Wiring heat map:
(3 px per um) 37 x 19 tiles, from dark blue (low) to red (high), scaled to the fullest tile. Values are wire area over tile area, all layers added.
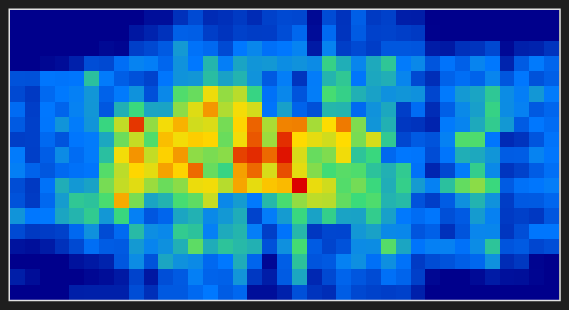
Met3 routing:
(3 px per um) Cells faint in the background.
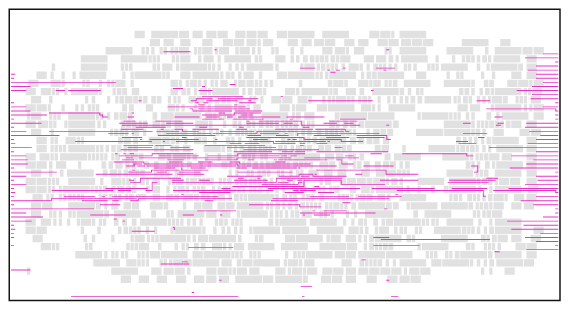
Track usage over the die:
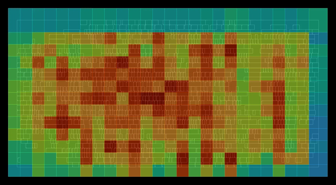
$ cat config.mk
export PLATFORM = sky130hd
export DESIGN_NAME = mem_stage_lsu
export DESIGN_NICKNAME = d
export VERILOG_FILES = /design/src/rtl/mem_stage_lsu_pkg.sv /design/src/rtl/mem_stage_lsu_align.sv /design/src/rtl/mem_stage_lsu.sv
export SDC_FILE = /design/constraint.sdc
export NUM_CORES = 1
export LEC_CHECK = 0
export ABC_AREA = 1
export CAP_MARGIN = 20
export CORE_ASPECT_RATIO = 0.5
export CORE_MARGIN = 5
export CORE_UTILIZATION = 50
export DETAILED_ROUTE_END_ITERATION = 7
export GPL_ROUTABILITY_DRIVEN = 0
export PLACE_DENSITY = 0.84
export RECOVER_POWER = 100
export SLEW_MARGIN = 20
export SYNTH_ARGS = -nofsm -noshare
export SYNTH_HDL_FRONTEND = slang
export SYNTH_HIERARCHICAL = 1
export SYNTH_SLANG_ARGS = --single-unit
$ cat constraint.sdc
create_clock -name clk -period 7.4 [get_ports clk]
set_input_delay 0.74 -clock clk [delete_from_list [all_inputs] [get_ports clk]]
set_output_delay 0.74 -clock clk [all_outputs]
set_load 0.005 [all_outputs]
$ cat src/rtl/mem_stage_lsu_pkg.sv
// Shared types and constants for the MEM-stage load/store unit.
package mem_stage_lsu_pkg;

    localparam int unsigned XLEN       = 32;
    localparam int unsigned DMEM_WORDS = 1024;
    localparam int unsigned RD_W       = 5;

    localparam logic [2:0] F3_B  = 3'b000;
    localparam logic [2:0] F3_H  = 3'b001;
    localparam logic [2:0] F3_W  = 3'b010;
    localparam logic [2:0] F3_BU = 3'b100;
    localparam logic [2:0] F3_HU = 3'b101;

    typedef enum logic {
        IDLE   = 1'b0,
        RMW_WR = 1'b1
    } lsu_state_e;

    typedef struct packed {
        logic            valid;
        logic            reg_write;
        logic [RD_W-1:0] rd;
        logic [XLEN-1:0] data;
        logic            misaligned;
        logic            access_fault;
    } wb_payload_t;

    function automatic logic is_half(input logic [2:0] f3);
        return (f3 == F3_H) || (f3 == F3_HU);
    endfunction

endpackage

$ cat src/rtl/mem_stage_lsu_align.sv
// Little-endian lane handling: load extract/extend and sub-word store merge.
module mem_stage_lsu_align
    import mem_stage_lsu_pkg::*;
(
    input  logic [2:0]      funct3,
    input  logic [1:0]      lane,
    input  logic [XLEN-1:0] rdata,
    input  logic [XLEN-1:0] wdata,
    output logic [XLEN-1:0] load_data,
    output logic [XLEN-1:0] merged
);

    logic [7:0]  byte_sel;
    logic [15:0] half_sel;

    always_comb begin
        byte_sel  = rdata[{lane, 3'b000} +: 8];
        half_sel  = rdata[{lane[1], 4'b0000} +: 16];
        load_data = rdata;
        case (funct3)
            F3_B:    load_data = {{(XLEN-8){byte_sel[7]}}, byte_sel};
            F3_H:    load_data = {{(XLEN-16){half_sel[15]}}, half_sel};
            F3_BU:   load_data = {(XLEN-8)'(0), byte_sel};
            F3_HU:   load_data = {(XLEN-16)'(0), half_sel};
            default: load_data = rdata;
        endcase
    end

    // Replace only the addressed lane of the current word with the store data.
    always_comb begin
        merged = wdata;
        case (funct3)
            F3_B: begin
                merged = rdata;
                merged[{lane, 3'b000} +: 8] = wdata[7:0];
            end
            F3_H: begin
                merged = rdata;
                merged[{lane[1], 4'b0000} +: 16] = wdata[15:0];
            end
            default: merged = wdata;
        endcase
    end

endmodule

$ cat src/rtl/mem_stage_lsu.sv
// MEM-stage LSU: fault checks, dmem muxing, SB/SH read-modify-write FSM, MEM/WB register.
module mem_stage_lsu
    import mem_stage_lsu_pkg::*;
(
    input  logic            clk,
    input  logic            reset,
    input  logic            ex_valid,
    input  logic            ex_mem_read,
    input  logic            ex_mem_write,
    input  logic [2:0]      ex_funct3,
    input  logic [XLEN-1:0] ex_addr,
    input  logic [XLEN-1:0] ex_wdata,
    input  logic [RD_W-1:0] ex_rd,
    input  logic            ex_reg_write,
    output logic            stall_o,
    output logic            dmem_rw,
    output logic [XLEN-1:0] dmem_addr,
    output logic [XLEN-1:0] dmem_wdata,
    input  logic [XLEN-1:0] dmem_rdata,
    output logic            wb_valid,
    output logic            wb_reg_write,
    output logic [RD_W-1:0] wb_rd,
    output logic [XLEN-1:0] wb_data,
    output logic            wb_misaligned,
    output logic            wb_access_fault
);

    lsu_state_e      state;
    wb_payload_t     wb_q, wb_next;
    logic [XLEN-1:0] rmw_addr, rmw_word, rmw_ex_addr;
    logic [RD_W-1:0] rmw_rd;

    logic [XLEN-1:0] word_idx, load_data, merged;
    logic            is_mem, f3_ok, misal_raw, mis, acc, fault, ld, st, sub_st;

    mem_stage_lsu_align u_align (
        .funct3    (ex_funct3),
        .lane      (ex_addr[1:0]),
        .rdata     (dmem_rdata),
        .wdata     (ex_wdata),
        .load_data (load_data),
        .merged    (merged)
    );

    // Unsigned variants are load-only; anything else is an illegal funct3.
    always_comb begin
        f3_ok = 1'b0;
        case (ex_funct3)
            F3_B, F3_H, F3_W: f3_ok = 1'b1;
            F3_BU, F3_HU:     f3_ok = ex_mem_read;
            default:          f3_ok = 1'b0;
        endcase
    end

    assign word_idx  = {2'b00, ex_addr[XLEN-1:2]};
    assign is_mem    = ex_mem_read | ex_mem_write;
    assign misal_raw = (is_half(ex_funct3) & ex_addr[0])
                     | ((ex_funct3 == F3_W) & (|ex_addr[1:0]));
    assign mis       = ex_valid & is_mem & misal_raw;
    assign acc       = ex_valid & is_mem & ~misal_raw
                     & ((word_idx >= XLEN'(DMEM_WORDS)) | ~f3_ok | (ex_mem_read & ex_mem_write));
    assign fault     = mis | acc;
    assign ld        = ex_valid & ex_mem_read & ~ex_mem_write & ~fault;
    assign st        = ex_valid & ex_mem_write & ~ex_mem_read & ~fault;
    assign sub_st    = st & (ex_funct3 != F3_W);

    // Memory port and stall; reset forces both low so an in-flight write is abandoned.
    always_comb begin
        dmem_addr  = word_idx;
        dmem_wdata = ex_wdata;
        dmem_rw    = 1'b0;
        stall_o    = 1'b0;
        if (state == RMW_WR) begin
            dmem_addr  = rmw_addr;
            dmem_wdata = rmw_word;
            dmem_rw    = ~reset;
        end else begin
            dmem_rw = st & ~sub_st & ~reset;
            stall_o = sub_st & ~reset;
        end
    end

    always_comb begin
        wb_next = '0;
        if (state == RMW_WR) begin
            wb_next.valid = 1'b1;
            wb_next.rd    = rmw_rd;
            wb_next.data  = rmw_ex_addr;
        end else if (ex_valid && !sub_st) begin
            wb_next.valid        = 1'b1;
            wb_next.reg_write    = ex_reg_write & ~fault & ~st;
            wb_next.rd           = ex_rd;
            wb_next.data         = ld ? load_data : ex_addr;
            wb_next.misaligned   = mis;
            wb_next.access_fault = acc;
        end
    end

    always_ff @(posedge clk or posedge reset) begin
        if (reset) begin
            state       <= IDLE;
            wb_q        <= '0;
            rmw_addr    <= '0;
            rmw_word    <= '0;
            rmw_ex_addr <= '0;
            rmw_rd      <= '0;
        end else begin
            wb_q <= wb_next;
            case (state)
                IDLE: begin
                    if (sub_st) begin
                        state       <= RMW_WR;
                        rmw_addr    <= word_idx;
                        rmw_word    <= merged;
                        rmw_ex_addr <= ex_addr;
                        rmw_rd      <= ex_rd;
                    end
                end
                RMW_WR:  state <= IDLE;
                default: state <= IDLE;
            endcase
        end
    end

    assign wb_valid        = wb_q.valid;
    assign wb_reg_write    = wb_q.reg_write;
    assign wb_rd           = wb_q.rd;
    assign wb_data         = wb_q.data;
    assign wb_misaligned   = wb_q.misaligned;
    assign wb_access_fault = wb_q.access_fault;

endmodule

==> ci_impl_report.md <==
## Synthesis and layout report

| Metric | Value |
|---|---|
| Sequential area share after synthesis | `37.08%` |
| H-tree depth | `3` |
| Leading cell kind | `logic gates` |
| Number of non-clock inverters in the layout | `approximately 110` |
| DR WL met3 | `3.228 mm` |
| Clk power | `roughly 0.47 mW` |
| Critical path's top delay family | `AND-OR/OR-AND gates` |
| WHS | `482.7 ps` |
| Setup crit start kind | `input pin` |
| Init Core Util | `51.36%` |
| Worst hold path type | `reg2reg` |
| Pint | `0.9958 mW` |
| Tot GR Track Use | `about 29%` |
| Final Critical Period | `5470 ps` |
| WL met1 | `10.54 mm` |
| Sw frac | `30.01%` |
| Layout Cell Area excl Fill | `9807 um2` |
| Max Cap Viol | `5` |
| Most used logic cell in the final layout | `nand2_1` |
| Antenna violations before repair | `0` |
| Combinational gate power | `around 0.33 mW` |
| Post-synth area hogs | `dfrtp_1, nand2_1, o21ai_0` |
| Cell taking the most area after synthesis | `dfrtp_1` |
| FF+latch area | `2779 um2` |
| Number of global-route vias before repair | `roughly 8,000` |
| Non-filler cells, final | `between 1,500 and 2,000` |
| Post-synthesis cell count | `1,150` |
| Layout cells sized above 1 | `3.740%` |
| Failing checks | `capacitance limit, slew limit` |
| CP max stage delay | `roughly 2700 ps` |
| R2R Path End | `rmw_rd[1]` |
| Hold_sp | `rmw_word[25]` |
| Setup TNS | `0 ps` |
| Comb pwr share | `23.3%` |
| Chip area | `17,680 um2` |
| Number of I/O pins | `217` |
| FP Rows | `31` |
| Synth cell count leaders | `nand2_1, dfrtp_1, inv_1, o21ai_0, nand3_1` |
| Vias per cell | `5.676` |
| R2r setup slk | `roughly 4700 ps` |
| Fmax | `0.1828 GHz` |
| HPWL after detailed placement | `19.24 mm` |
| Arrival time worst endpoint | `around 5800 ps` |
| Setup Skew | `between 7 and 8 ps` |
| Post-synth ARST share | `100.0%` |
| Hold Vio Cnt, Final | `0` |
| N_diodes | `0` |
| Seq/total area | `approximately 28%` |
| Worst-path clk slew | `80 ps` |
| GR peak layer | `met2` |
| Initial drt markers | `1,147` |
| Maximum VDD drop | `0.1144 mV` |
| Clock Buffer Count | `10` |
| Area fraction in compound gates | `14.48%` |
| Cell total in the yosys stat output | `1,150` |
| FF-to-FF Start | `state` |
| Clk tree area frac | `2.922%` |
| Final nets | `1,420` |
| Synth Area in Adders | `less than 1%` |
| P_leak | `about 5.1 nW` |
| Crit-path cells | `dlygate4sd3_1, nand2_1, clkinv_1, o21ai_0, nand4_1, nand2_1, nand3_1, nand2_1` |
| Yosys Warn Count | `6` |
| Count of multi-input gates | `around 860` |
| Main flop type | `dfrtp_1` |
| Slowest-stage cell, CP | `o21ai_0` |
| Tool warnings | `32` |
| DP Worst Slack | `between 3000 and 4000 ps` |
| Crit-path most repeated cell | `nand2_1` |
| Main logic family | `simple AND/OR/NAND/NOR gates` |
| Total stage count of the critical path | `8` |
| DRC viols | `0` |
| Power Dens Cells | `145.1 nW/um2` |
| Status | `complete, but fails checks` |
| Share of the synthesized area in the top cell type | `between 30% and 40%` |
| Non-clk buf share | `22.26%` |
| Worst Setup SP | `ex_mem_read` |
| First-pass GRT wire length | `40.52 mm` |
| Ys flops | `111` |
| Highest metal used | `met4` |
| Post-DRT Antenna Nets | `0` |
| Well Taps | `198` |
| Synth top cell by count | `nand2_1` |
| Placed Instances | `1,492` |
| Unique cell type count in the Yosys netlist | `29` |
| Mapped Area | `~7500 um2` |
| Logic area | `approximately 3900 um2` |
| Die Ht | `96.55 um` |
| Clk latency late pin | `360 ps` |
| Setup repair bufs after CTS | `0` |
| Longest Clk Path Bufs | `2` |
| Seq cells | `~110` |
| Top Layout Cells | `nand2_1, dfrtp_1, dlygate4sd3_1` |
| Slew Limit Fails | `220` |
| Clk pwr share | `33.0%` |
| RSZ-0062 raised after global routing | `false` |
| Worst slew pin tran | `3220 ps` |
| Required time worst endpoint | `7690 ps` |
| Flop pwr share | `43.7%` |
| Xor/xnor share | `0%` |
| Post-CTS Hold Fix Bufs | `0` |
| Non-CTS buffers | `220` |
| Number of synthesized flops with an enable pin | `0` |
| Worst setup margin | `1930 ps` |
| Die X-Extent | `183.1 um` |
| Worst Setup End Kind | `flop` |
| Sequential cell power | `0.622 mW` |
| Simple share | `37.03%` |
| Total CTS buffers | `9` |
| # port buffers | `214` |
| Worst hold endpoint | `rmw_word[25]` |
| Highest-power group | `sequential cells` |
| Switch Pwr | `0.4269 mW` |
| Met2 usage | `44.55%` |
| CP Buf/Inv Count | `2` |
| Total Power | `1.423 mW` |
| Mux contribution to synthesized area | `0%` |
| Period utilisation layout | `73.91%` |
| WHS Path Cells | `2` |
| Headroom to the max-slew limit | `-116.9%` |
| Crit path to | `wb_data[15]` |
| Final-layout fill cell count | `roughly 1,300` |
| Crit Path Max Fanout | `34` |
| Post-cts sizing count | `0` |
| # setup viols final | `0` |
| Largest net degree at the start of global routing | `103` |
| Area growth from synthesis to layout | `30.92%` |
| Gr ovfl total | `0` |
| Clock sink total | `between 100 and 150` |
| DR WL met2 | `11.39 mm` |
| Post-DP Area | `9549 um2` |
| Comb area share | `between 30% and 40%` |
| Root buffer cell | `clkbuf_16` |
Notes on 'wiring heat map' above:
emptiest ninth of the die: top left
fullest tile: 0.89
mean over tiles: 0.26
tiles over half the peak: 17%
nearly empty tiles: 11%
routed via count: 8,560
Post-Route WL: 26.03 mm
average wire per standard cell: 17.26 um

Notes on 'met3 routing' above:
main direction: horizontal
longest straight run: 58.9 um
share of all routed wire: 12%
nets with wire on the layer: 259
grt met3 use: 8.901%

Notes on 'track usage over the die' above:
met1 global-route usage: 38.13%
Final Util: 67.24%

Power is estimated from default activity; no workload was simulated.
